### The metal 1 layer

The bar under the picture is 50 um long.
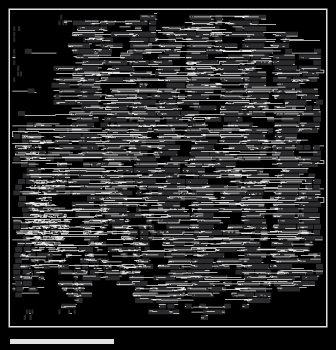
### The metal 2 layer

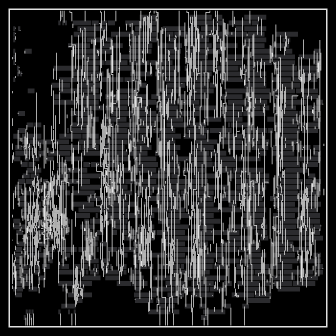
### Metal 3

The bar under the picture is 50 um long.
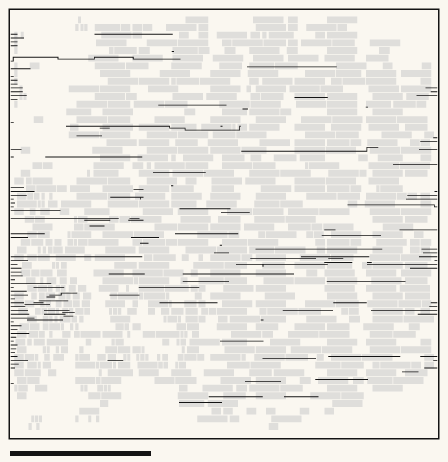
### Placed standard cells

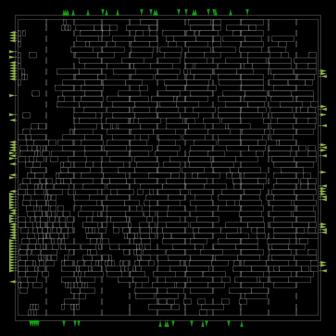
### Sequential cells grouped by signal name

Other sequential cells in the stronger grey, the rest of the logic in the fainter grey.
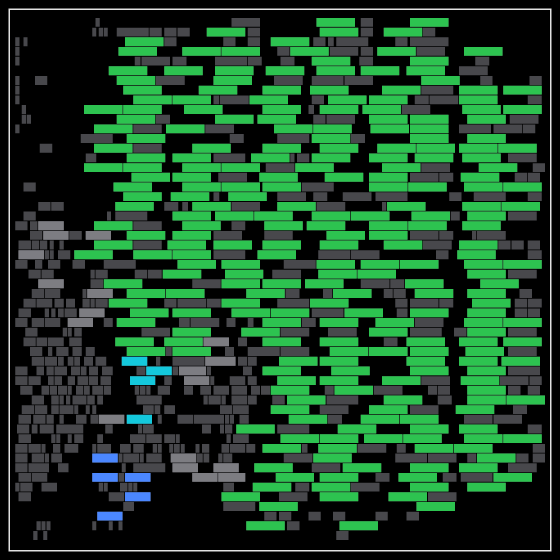
==> config.mk <==
export PLATFORM = sky130hd
export DESIGN_NAME = apb_sl_tx_fifo
export DESIGN_NICKNAME = d
export VERILOG_FILES = /design/src/rtl/apb_sl_pkg.sv /design/src/rtl/sync_fifo.sv /design/src/rtl/apb_sl_tx_fifo.sv
export SDC_FILE = /design/constraint.sdc
export NUM_CORES = 1
export LEC_CHECK = 0
export CAP_MARGIN = 20
export CORE_UTILIZATION = 51
export DETAILED_ROUTE_END_ITERATION = 12
export GPL_ROUTABILITY_DRIVEN = 0
export PLACE_DENSITY = 0.72
export SLEW_MARGIN = 20
export SYNTH_ARGS = -nofsm -noshare
export SYNTH_HDL_FRONTEND = slang
export SYNTH_SLANG_ARGS = --single-unit
==> constraint.sdc <==
create_clock -name pclk -period 6.3 [get_ports pclk]
set_input_delay 1.575 -clock pclk [delete_from_list [all_inputs] [get_ports pclk]]
set_output_delay 1.575 -clock pclk [all_outputs]
set_load 0.02 [all_outputs]
==> out/results.ini <==
[run_status]
status = finished clean

[synthesis]
synth.area.mux_share = 0.165
synth_area_um2 = 11400
logic_family = multiplexers
ff_type = edfxtp_1
ys_chip_area_um2 = 11400
synth_flops = 283
ys_warn_count = 0
compound_area_frac = 0.0163
syn_area_per_cell_um2 = 19.3
synthArstFlopShare = 0
seq_area_frac_synth = 0.720
synth_cell_types = 54
edf_count = 256
ys_sh_xor = 0.00690

[cts]
numCtsBuffers = 28
clock-sinks = 283
htreeDepth = 1
clk_path_buf_depth = 3
post_cts_buffers = 0
clk_latency_ns = 0.54
path_clk_slew_ns = 0.06
cts_tree = built
cts-resized-gates = 0
clk_root_buffer_cell = clkbuf_16
ctsHoldBuffers = 0

[final_timing]
hold_ws_ns = 0.454
finalCritPeriodShare = 0.957
fmax_mhz = 166
hold_violations = 0
setup_viol = 0
rsz0062_at_grt = no
fin_setup_tns_ns = 0
final.setup.worst_slack_ns = 0.272
min_period_ns = 6.03
relSlewSlack = 0.306
worst_slew_pin_slew_ns = 1.04
drv_slew = 0

[place]
dp_hpwl_mm = 12.6
dpl_cell_area_um2 = 12700
pre_cts_slack_ns = 0.173
dp_cells = 960
io_buffers = 95

[detailed_routing]
highest_layer = met4
route.detailed.drc = 0
viasPerCell = 5.65
drt-met1-wl_mm = 8.82
wl_per_cell_um = 21.3
drt_first_pass_iters = 5
drtIter0Drc = 380

[worst_setup_path]
critPathKind = in -> out
rrSetupSlack_ns = 3.21
crit_required_ns = 4.72
critPathLaunchType = input port
worstSetupEndpointType = output pin
cp_max_fo = 9

[finish]
nNetsFinal = 775
diodes = 0
drive_gt1_frac = 0.254
area_growth_pct = 19.2
largest_reg_flops = 256
layout_top_cells = edfxtp_1, clkdlybuf4s50_1, mux4_2
num-fill-cells = 1536
logic_area_um2 = 3020

[power]
switching_power_w = 0.000752
power_density_nw_per_um2 = 273
p_int_w = 0.00297
combPwrFrac = 0.026
pwr-share-seq = 0.550
p_leak_nw = 4.30
switching_share = 0.202

[grt]
grt_pass1_wl_mm = 32.4
busiest_layer = met2
gr-total-overflow = 0
antenna_found_initial = 0
grt_start_max_net_pins = 43
grt.total_usage = 0.191
grt_pass1_vias = 5935

[die]
fp_util = 0.522
dieArea_um2 = 23000
core_area_um2 = 21900
io-pin-count = 120
fp.dieW_um = 152
core.rowCount = 54
die_h_um = 152

[job]
drv_cap = 0
warnings = 30

[hold_path]
hold_path_depth = 1
hold_path_class = reg -> reg

## Picture notes: 'The metal 1 layer'
share of all routed wire = 41%
nets with wire on the layer = 683
longest straight run = 35.9 um
Vias: 5714
GRT met1 Usage: 0.252

## Picture notes: 'The metal 2 layer'
nets with wire on the layer = 698
share of all routed wire = 51%
longest straight run = 72.4 um
Post-Route WL: 21.6 mm
routing usage on met2: 0.325

## Picture notes: 'Metal 3'
wire length on this layer = 1510 um
share of all routed wire = 7.0%
longest straight run = 46.2 um
main direction = horizontal
nets with wire on the layer = 121
met3 Usage GRT: 0.0377

## Picture notes: 'Placed standard cells'
Final Core Density: 0.623
non-filler instance count after layout: 1012
sequential cells: 283

## Picture notes: 'Sequential cells grouped by signal name'
cyan -> u_fifo.count  # sequential cells 4
green -> u_fifo.mem_q  # sequential cells 256, where widely spread
blue -> cnt_q  # sequential cells 5, where lower left
not coloured = 18
Sequential Area: 8230 um^2
flop share of the area: 0.604
sequential cell power: 0.00204 W

[worst max-delay path, cell delays in order]
cell and delay [ns]:
clkdlybuf4s50_1 0.47, inv_1 0.06, ha_1 0.27, nor4bb_2 0.31, nand2_1 0.17, or2_1 0.38, nor4_1 0.37, nor2b_1 0.22
clkdlybuf4s50_1 0.64
[layout make-up]
| type | count | share of cell area |
|---|---|---|
| tap | 280 | 0.0257 |
| timing repair buffer | 113 | 0.0797 |
| clock inverter | 23 | 0.0121 |
| clock buffer | 29 | 0.0532 |
| inverter | 12 | 0.00330 |
| sequential | 283 | 0.604 |
| multi-input combinational | 272 | 0.222 |
[power by group through the flow]
stage | combinational (W) | sequential (W) | clock (W)
floorplan | 0.0000444 | 0.00208 | 0
global placement | 0.0000898 | 0.00208 | 0
detailed placement | 0.0000946 | 0.00208 | 0
CTS | 0.0000949 | 0.00204 | 0.00161
global route | 0.000103 | 0.00204 | 0.00168
finish | 0.0000962 | 0.00204 | 0.00158
[Yosys cell counts, types with 2 or more instances]
library cell	count	area, um^2
a22o_1	3	26.3
nand2_1	11	41.3
mux2_2	32	360
nand4_1	2	12.5
or3_4	2	22.5
a22oi_1	3	22.5
nor4_1	8	50.1
inv_1	12	45.0
mux4_2	64	1440
o21ai_0	3	15.0
dfxtp_1	27	541
xnor2_1	5	43.8
xor2_1	4	35.0
nor2b_1	6	37.5
or4_4	2	22.5
edfxtp_1	256	7690
nand3_1	5	25.0
mux2i_1	9	90.1
clkbuf_1	13	48.8
or3_1	2	12.5
nor2_1	29	109
ha_1	12	150
buf_2	8	40.0
and2_1	6	37.5
buf_4	24	180
a21oi_1	8	40.0
nand2b_1	4	25.0
nor3_1	4	20.0
o31ai_1	2	15.0
Power is estimated from default activity; no workload was simulated.
